==> config.mk <==
export PLATFORM = sky130hd
export DESIGN_NAME = exec_dispatch_controller
export DESIGN_NICKNAME = d
export VERILOG_FILES = /design/src/rtl/exec_dispatch_controller.sv
export SDC_FILE = /design/constraint.sdc
export NUM_CORES = 1
export LEC_CHECK = 0
export CAP_MARGIN = 0
export CORE_AREA = 8 8 275 277
export CTS_BUF_LIST = sky130_fd_sc_hd__clkbuf_4 sky130_fd_sc_hd__clkbuf_8 sky130_fd_sc_hd__clkbuf_16
export CTS_CLUSTER_SIZE = 24
export DETAILED_ROUTE_END_ITERATION = 6
export DIE_AREA = 0 0 283 285
export PLACE_DENSITY = 0.54
export SYNTH_ARGS = -nofsm -noshare
export SYNTH_HDL_FRONTEND = slang
export SYNTH_SLANG_ARGS = --single-unit
==> constraint.sdc <==
create_clock -name clk -period 2.7 [get_ports clk]
set_input_delay 0.405 -clock clk [delete_from_list [all_inputs] [get_ports clk]]
set_output_delay 0.405 -clock clk [all_outputs]
set_load 0.02 [all_outputs]
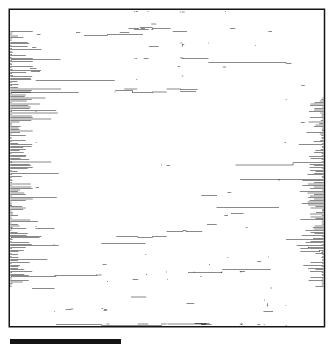
(met3 routing)
The bar under the picture is 100 um long.
main direction: horizontal
share of all routed wire: 7.6%
DRT Wirelength: 55200 um
met3 Use GR: 0.0435
Vias: 13000

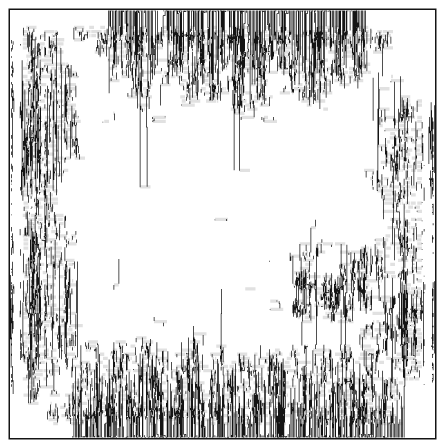
(metal 2)
Cells faint in the background.
share of all routed wire: 50%
wire length on this layer: 27.6 mm
longest straight run: 106 um
met2 usage: 0.227

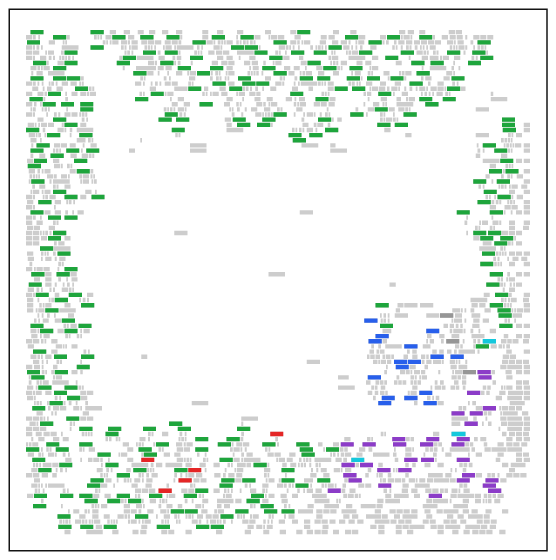
(sequential cells grouped by signal name)
| colour | signal | placed flops |
|---|---|---|
| blue | cnt_q | 16 |
| green | op_bundle | 265 |
| purple | result_data | 32 |
| red | result_tag | 5 |
| cyan | sel_q | 3 |
not coloured: 3
Core Util, Final: 0.311
Flop area: 0.00649 mm^2
reported sequential group power: 0.00599 W
sequential share of cell area: 0.294

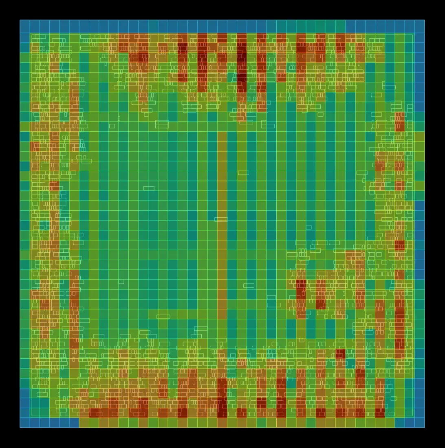
(routing congestion map)
GRT Resource Usage Total: 0.128
GRT busiest layer: met2

==> results.cfg <==
; generated from flow reports
[outcome]
outcome = finished clean

[global_routing]
grt_max_degree = 161
grt_pass1_wl_um = 82400
grt.overflow.total = 0
grt_pass1_vias = 13200

[synth]
ys_top_logic_family = simple AND/OR/NAND/NOR gates
synth_cell_types = 43
synth_nets = 1923
ys_chip_area_mm2 = 0.0124
syn-instance-count = 1508
synth-edff-count = 0
synth_top_flop_cell = dfxtp_1
numSynthFlops = 324
syn_avg_cell_area_um2 = 8.22
synthXorXnorAreaFrac = 0
ys_warn_count = 0
synthAdderAreaFrac = 0.00605
ys_async_sr_fraction = 0
synth_area_mm2 = 0.0124

[placed_design]
dp_hpwl_um = 41900
gp_congestion = 0.850
dp_cells = 3093

[critical_path]
cp_top_family = buffers and inverters
path_buffers = 3
crit_path_cell_trace = inv_1, ha_1, inv_1, clkdlybuf4s50_1
cp.depth = 4
crit_fanout = 9
crit_required_ns = 2.30
start_kind = flop
slowest_delay_ns = 0.65
crit_path_top_delay_cell = clkdlybuf4s50_1

[route]
drc_errors = 0
drtIter0Drc = 655
avgViaCountPerCell = 4.10
wl_per_cell_um = 17.4
antenna_left = 0

[timing]
slew_violations = 0
rsz0062_at_grt = no
period_used_share = 0.954
finalSetupTns_ns = 0
holdWs_ns = 0.121

[clocking]
root_buffer = clkbuf_16
clk_path_buf_depth = 3
htreeDepth = 2
post_cts_buffers = 0

[min_path]
hold-path-cell-count = 2

[cells_and_area]
largest_register_ffs = 265
lay_top_cells = clkdlybuf4s50_1 (717), nand2_1 (556), dfxtp_1 (323)
drive_gt1_frac = 0.0659
layout_top_cell = clkdlybuf4s50_1
nNetsFinal = 2599

[power_and_ir_drop]
ir_drop_mv = 0.451
p_total_w = 0.0179
p_leak_nw = 7.88
p_per_area_mw_per_mm2 = 811

[run]
drv_cap = 0

[die]
core_mm2 = 0.0710
dieWidth_um = 283
dieArea_mm2 = 0.0807
chipHeight_um = 285
row_count = 98
final cells by class:
cell class                      count  area, um^2
Multi-Input combinational cell   1027        5330
Sequential cell                   324        6490
Tap cell                          950        1190
Fill cell                        7379       48900
Inverter                           41         154
Timing Repair Buffer              751        7580
Clock buffer                       58        1200
Clock inverter                     13         134
Antenna cell                        3        7.51
synthesized netlist by cell type, drive strengths merged (4+ instances only):
master	instances	share of area
a21o	4	0.0024
ha	6	0.0061
o21ai	4	0.0016
dfxtp	324	0.52
mux4	33	0.060
or4	7	0.0042
nand2b	37	0.019
buf	7	0.0036
nand3	10	0.0040
inv	41	0.012
mux2i	4	0.0032
a21oi	284	0.11
o31ai	9	0.0054
clkbuf	109	0.033
nand2	557	0.17
o22ai	32	0.016
through the flow:
step	instance area, um^2	setup WS [ns]
6_report	22100	0.125
5_1_grt	22100	0.0107
2_1_floorplan	12400	0.408
3_3_place_gp	20700	0.168
4_1_cts	22100	0.0732
3_5_place_dp	20700	0.134
what timing repair did:
action | 4_1_cts | 5_1_grt
gates resized | 0 | 1
hold buffers | 0 | 0
endpoints found under the setup margin | 0 | 2
per-layer routing:
| metal | track usage | up-vias | part of all wire |
|---|---|---|---|
| met5 | 0 | - | 0 |
| met4 | 0.0452 | 0 | 0.032 |
| met1 | 0.141 | 6125 | 0.39 |
| met3 | 0.0435 | 88 | 0.077 |
| li1 | - | 6338 | - |
| met2 | 0.227 | 444 | 0.50 |
report_power, final:
part | switching, W | leakage, nW | internal (W) | total, W
clock | 0.00214 | 0.677 | 0.00327 | 0.00541
combinational | 0.00361 | 4.56 | 0.00289 | 0.00650
sequential | 0.000426 | 2.65 | 0.00556 | 0.00599
total | 0.00618 | 7.88 | 0.0117 | 0.0179
Power is estimated from default activity; no workload was simulated.
